Figure 1. Cell classes on the final placement.
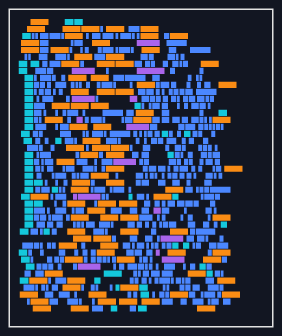
Figure 2. Clock distribution.
The bar under the picture is 20 µm long.
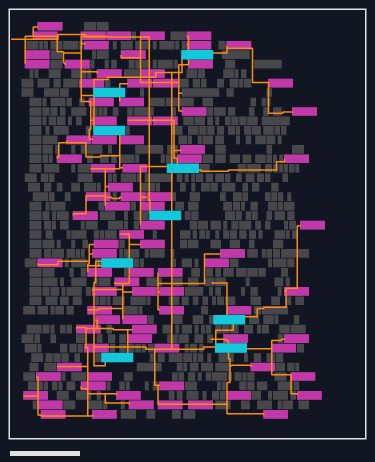
Figure 3. Clock routing.
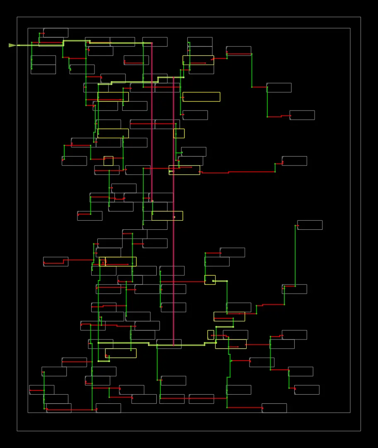
Figure 4. M4 wires.
Cells faint in the background.
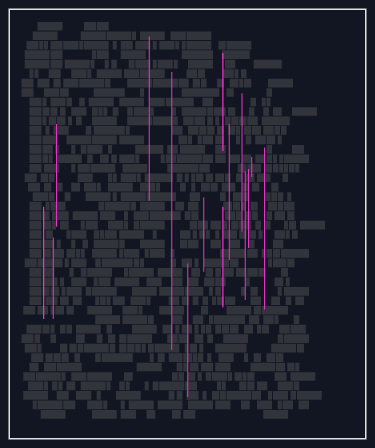
$ cat src/rtl/generador_onda_cuadrada_pkg.sv
// +----------------------------------------------------------------------------+
// | gen_onda_pkg: state encoding and helpers for the square-wave generator      |
// | Rev 1.0                                                                    |
// +----------------------------------------------------------------------------+
`default_nettype none

package gen_onda_pkg;

  typedef enum logic [1:0] {
    IDLE = 2'd0,
    ALTO = 2'd1,
    BAJO = 2'd2
  } estado_t;

  function automatic int unsigned clks_por_us(input int unsigned clk_hz);
    return clk_hz / 1_000_000;
  endfunction

  function automatic logic config_valida(input int unsigned periodo,
                                         input int unsigned alto);
    return (periodo >= 2) && (alto >= 1) && (alto < periodo);
  endfunction

endpackage

`default_nettype wire

$ cat src/rtl/generador_onda_cuadrada_prescaler.sv
// +----------------------------------------------------------------------------+
// | prescaler_us: divides the system clock down to a 1 us tick                 |
// | Rev 1.0                                                                    |
// +----------------------------------------------------------------------------+
`default_nettype none

module prescaler_us
  import gen_onda_pkg::*;
#(
  parameter int unsigned CLK_FREQ_HZ = 50_000_000
)(
  input  logic clk,
  input  logic rst,
  input  logic i_en,
  input  logic i_clr,
  output logic o_tick
);

  localparam int unsigned c_CPU  = clks_por_us(CLK_FREQ_HZ);
  localparam int unsigned c_W    = (c_CPU > 1) ? $clog2(c_CPU) : 1;
  localparam logic [c_W-1:0] c_TERM = c_W'(c_CPU - 1);

  logic [c_W-1:0] r_cnt;

  assign o_tick = i_en && (r_cnt == c_TERM);

  always_ff @(posedge clk) begin
    if (rst || i_clr) begin
      r_cnt <= '0;
    end else if (i_en) begin
      r_cnt <= o_tick ? '0 : r_cnt + 1'b1;
    end
  end

endmodule

`default_nettype wire

$ cat src/rtl/generador_onda_cuadrada.sv
// +----------------------------------------------------------------------------+
// | generador_onda_cuadrada: programmable square wave, period/high time in us  |
// | Optional burst mode with macro GEN_RAFAGA_EN.  Rev 1.0                     |
// +----------------------------------------------------------------------------+
`default_nettype none

module generador_onda_cuadrada
  import gen_onda_pkg::*;
#(
  parameter int unsigned CLK_FREQ_HZ    = 50_000_000,
  parameter int unsigned PERIOD_W       = 16,
  parameter int unsigned DEF_PERIODO_US = 10,
  parameter int unsigned DEF_ALTO_US    = 5
)(
  input  logic                clock_FPGA,
  input  logic                reset,
  input  logic [PERIOD_W-1:0] periodo_us,
  input  logic [PERIOD_W-1:0] alto_us,
  input  logic                cargar,
  input  logic                habilitar,
  output logic                onda_cuadrada,
  output logic                ciclo_fin,
  output logic                ocupado,
  output logic                config_error
`ifdef GEN_RAFAGA_EN
  ,
  input  logic [PERIOD_W-1:0] n_pulsos,
  output logic                rafaga_fin
`endif
);

  localparam logic [PERIOD_W-1:0] c_DEF_P = PERIOD_W'(DEF_PERIODO_US);
  localparam logic [PERIOD_W-1:0] c_DEF_A = PERIOD_W'(DEF_ALTO_US);

  estado_t             r_estado;
  logic [PERIOD_W-1:0] r_act_p, r_act_a, r_pend_p, r_pend_a, r_us;
  logic                r_onda, r_ocupado, r_err;

  logic                w_tick, w_valida, w_arranque, w_fin_alto, w_ultimo;
  logic                w_limite, w_sigue, w_bloqueo;
  logic [PERIOD_W-1:0] w_us_sig, w_nuevo_p, w_nuevo_a;

  assign w_valida   = config_valida(32'(periodo_us), 32'(alto_us));
  assign w_us_sig   = r_us + 1'b1;
  assign w_fin_alto = (r_estado == ALTO) && w_tick && (w_us_sig == r_act_a);
  assign w_ultimo   = (r_estado == BAJO) && w_tick && (w_us_sig == r_act_p);
  assign w_arranque = (r_estado == IDLE) && habilitar && !w_bloqueo;
  assign w_limite   = w_arranque || w_ultimo;

  // A load landing on the boundary cycle bypasses pending so it governs the next period.
  assign w_nuevo_p  = (cargar && w_valida) ? periodo_us : r_pend_p;
  assign w_nuevo_a  = (cargar && w_valida) ? alto_us    : r_pend_a;

  prescaler_us #(
    .CLK_FREQ_HZ (CLK_FREQ_HZ)
  ) u_prescaler (
    .clk    (clock_FPGA),
    .rst    (reset),
    .i_en   (r_estado != IDLE),
    .i_clr  ((r_estado == IDLE) || w_ultimo),
    .o_tick (w_tick)
  );

`ifdef GEN_RAFAGA_EN
  logic [PERIOD_W-1:0] r_n, r_hechos;
  logic                r_bloq;
  logic                w_rafaga_fin;

  assign w_rafaga_fin = w_ultimo && (r_n != '0) && ((r_hechos + 1'b1) == r_n);
  assign w_sigue      = habilitar && !w_rafaga_fin;
  assign w_bloqueo    = r_bloq;
  assign rafaga_fin   = w_rafaga_fin;

  always_ff @(posedge clock_FPGA) begin
    if (reset) begin
      r_n      <= '0;
      r_hechos <= '0;
      r_bloq   <= 1'b0;
    end else begin
      if (!habilitar) begin
        r_bloq <= 1'b0;
      end else if (w_rafaga_fin) begin
        r_bloq <= 1'b1;
      end
      if (w_arranque) begin
        r_n      <= n_pulsos;
        r_hechos <= '0;
      end else if (w_ultimo) begin
        r_hechos <= r_hechos + 1'b1;
      end
    end
  end
`else
  assign w_sigue   = habilitar;
  assign w_bloqueo = 1'b0;
`endif

  always_ff @(posedge clock_FPGA) begin
    if (reset) begin
      r_estado  <= IDLE;
      r_onda    <= 1'b0;
      r_ocupado <= 1'b0;
      r_us      <= '0;
    end else begin
      case (r_estado)
        IDLE: begin
          if (w_arranque) begin
            r_estado  <= ALTO;
            r_onda    <= 1'b1;
            r_ocupado <= 1'b1;
            r_us      <= '0;
          end
        end
        ALTO: begin
          if (w_tick) begin
            r_us <= w_us_sig;
            if (w_fin_alto) begin
              r_estado <= BAJO;
              r_onda   <= 1'b0;
            end
          end
        end
        BAJO: begin
          if (w_ultimo) begin
            r_us <= '0;
            if (w_sigue) begin
              r_estado <= ALTO;
              r_onda   <= 1'b1;
            end else begin
              r_estado  <= IDLE;
              r_ocupado <= 1'b0;
            end
          end else if (w_tick) begin
            r_us <= w_us_sig;
          end
        end
        default: begin
          r_estado  <= IDLE;
          r_onda    <= 1'b0;
          r_ocupado <= 1'b0;
          r_us      <= '0;
        end
      endcase
    end
  end

  always_ff @(posedge clock_FPGA) begin
    if (reset) begin
      r_pend_p <= c_DEF_P;
      r_pend_a <= c_DEF_A;
      r_act_p  <= c_DEF_P;
      r_act_a  <= c_DEF_A;
      r_err    <= 1'b0;
    end else begin
      if (cargar) begin
        if (w_valida) begin
          r_pend_p <= periodo_us;
          r_pend_a <= alto_us;
          r_err    <= 1'b0;
        end else begin
          r_err <= 1'b1;
        end
      end
      if (w_limite) begin
        r_act_p <= w_nuevo_p;
        r_act_a <= w_nuevo_a;
      end
    end
  end

  assign onda_cuadrada = r_onda;
  assign ocupado       = r_ocupado;
  assign config_error  = r_err;
  assign ciclo_fin     = w_ultimo;

endmodule

`default_nettype wire

$ cat config.mk
export PLATFORM = sky130hd
export DESIGN_NAME = generador_onda_cuadrada
export DESIGN_NICKNAME = d
export VERILOG_FILES = /design/src/rtl/generador_onda_cuadrada_pkg.sv /design/src/rtl/generador_onda_cuadrada_prescaler.sv /design/src/rtl/generador_onda_cuadrada.sv
export SDC_FILE = /design/constraint.sdc
export NUM_CORES = 1
export LEC_CHECK = 0
export CAP_MARGIN = 30
export CORE_AREA = 3 3 99 120
export DETAILED_ROUTE_END_ITERATION = 6
export DIE_AREA = 0 0 102 123
export HOLD_SLACK_MARGIN = 0.03
export PLACE_DENSITY = 0.69
export SYNTH_ARGS = -nofsm -noshare
export SYNTH_HDL_FRONTEND = slang
export SYNTH_HIERARCHICAL = 1
export SYNTH_SLANG_ARGS = --single-unit
export TNS_END_PERCENT = 1
$ cat constraint.sdc
create_clock -name clock_FPGA -period 4.35 [get_ports clock_FPGA]
set_input_delay 0.87 -clock clock_FPGA [delete_from_list [all_inputs] [get_ports clock_FPGA]]
set_output_delay 0.87 -clock clock_FPGA [all_outputs]
set_load 0.005 [all_outputs]
==> run_results.csv <==
group,metric,value,unit
job,maxCapViolCount,0,
power_and_ir_drop,powerDensity,438,nW/µm²
layout,comb_area_frac,0.528,
outcome,status,"complete, no violations",
min_path,holdPathStages,2,
power_and_ir_drop,pwr-share-clk,0.287,
die,rows,42,
setup_path,crit_path_start_kind,"flip-flop",
setup_path,endpoint,"ciclo_fin",
final_timing,drv_slew,0,
layout,n_antenna_cell,0,
power_and_ir_drop,p_leak,0.00239,µW
placement,dp_slack,242,ps
setup_path,cp.required,3480,ps
route,postRouteAntennaNets,0,
clock_tree,htreeDepth,3,
setup_path,rr_startpoint,"r_us[4]$_SDFFE_PP0N_",
yosys,yosysChipArea,5400,µm²
power_and_ir_drop,largestPowerGroup,"sequential cells",
placement,place_inst,773,
clock_tree,clk_pin_slew,60,ps
die,ioPinCount,40,
yosys,synthDistinctLibCells,67,
yosys,ys_seq_share,0.337,
setup_path,cp-startpoint,"r_us[4]$_SDFFE_PP0N_",
power_and_ir_drop,p_seq,1050,µW
global_routing,grt_antenna_before_repair,0,
setup_path,slowest_stage,"or4_1",
setup_path,arrival,3140,ps
setup_path,cp.depth,8,
placement,dpl-instance-area,5860,µm²
final_timing,relSlewSlack,0.472,
Back to the opening pictures, Figure 1:
legend:
  purple:
    class: clock drivers and dummy loads
    cells: 15
    share_of_their_area: 4.8%
  orange:
    class: sequential cells
    cells: 91
    share_of_their_area: 30%
  cyan:
    class: remaining buffers and delay cells
    cells: 56
    share_of_their_area: 8.7%
  blue:
    class: combinational and other logic
    cells: 494
    share_of_their_area: 56%

Back to the opening pictures, Figure 2:
legend:
  cyan:
    item: clock drivers
    count: 9
  magenta:
    item: flip-flops
    count: 91
  orange:
    item: clock wires
    length: 1120 µm
routed clock nets: 10

Back to the opening pictures, Figure 3:
Layout clock buffers: 9
clk latency late pin: 340 ps
flop count: 91
Fin Clk Skew: 4.80 ps

Back to the opening pictures, Figure 4:
longest straight run: 79.6 µm
share of all routed wire: 3.8%
wire length on this layer: 515 µm

## sequential cells by signal, summed over array words and instances, names as in the netlist, 2 cells and up
signal / cells
r_act_a: 16
r_act_p: 16
r_estado: 2
r_pend_a: 16
r_pend_p: 16
r_us: 16
u_prescaler/r_cnt: 6
## Yosys cell counts (3+ instances only)
master / n / area (µm²)
o31ai_1: 4 / 30.0
and2_1: 3 / 18.8
a21o_1: 4 / 30.0
nand4_1: 13 / 81.3
nand3_1: 18 / 90.1
o22ai_1: 3 / 18.8
nand3b_1: 4 / 30.0
o211ai_1: 3 / 22.5
xor2_1: 13 / 114
a22o_1: 3 / 26.3
ha_1: 22 / 275
clkbuf_1: 20 / 75.1
xnor3_1: 7 / 158
or3_1: 5 / 31.3
nor3b_1: 3 / 22.5
nor2b_1: 9 / 56.3
nor2_1: 84 / 315
dfxtp_1: 91 / 1820
a211oi_2: 29 / 363
inv_1: 26 / 97.6
a31oi_1: 10 / 62.6
nor3_1: 32 / 160
mux2_2: 3 / 33.8
or4_1: 5 / 37.5
or3b_2: 4 / 35.0
o21ai_0: 18 / 90.1
buf_6: 4 / 45.0
xnor2_1: 21 / 184
a21boi_0: 3 / 22.5
nand2_1: 28 / 105
and3_1: 8 / 50.1
or2_1: 3 / 18.8
nand2b_1: 5 / 31.3
mux2i_1: 16 / 160
buf_4: 6 / 45.0
a21oi_1: 34 / 170
nor4_1: 17 / 106
buf_2: 10 / 50.1
## logic make-up after synthesis
logic type / synth area share
AOI/OAI and AO/OA: 0.188
xor gates and xnor gates: 0.0843
adders and majority gates: 0.0510
buffers and inverters: 0.0609
DFF: 0.337
muxes: 0.0359
and+or+nand+nor: 0.243
## metal layers
metal / up-vias / wire (µm)
li1: 2307 / -
met1: 2183 / 5800
met2: 155 / 6490
met3: 32 / 760
met4: 0 / 515
met5: - / 0
Power and IR drop assume default switching activity.
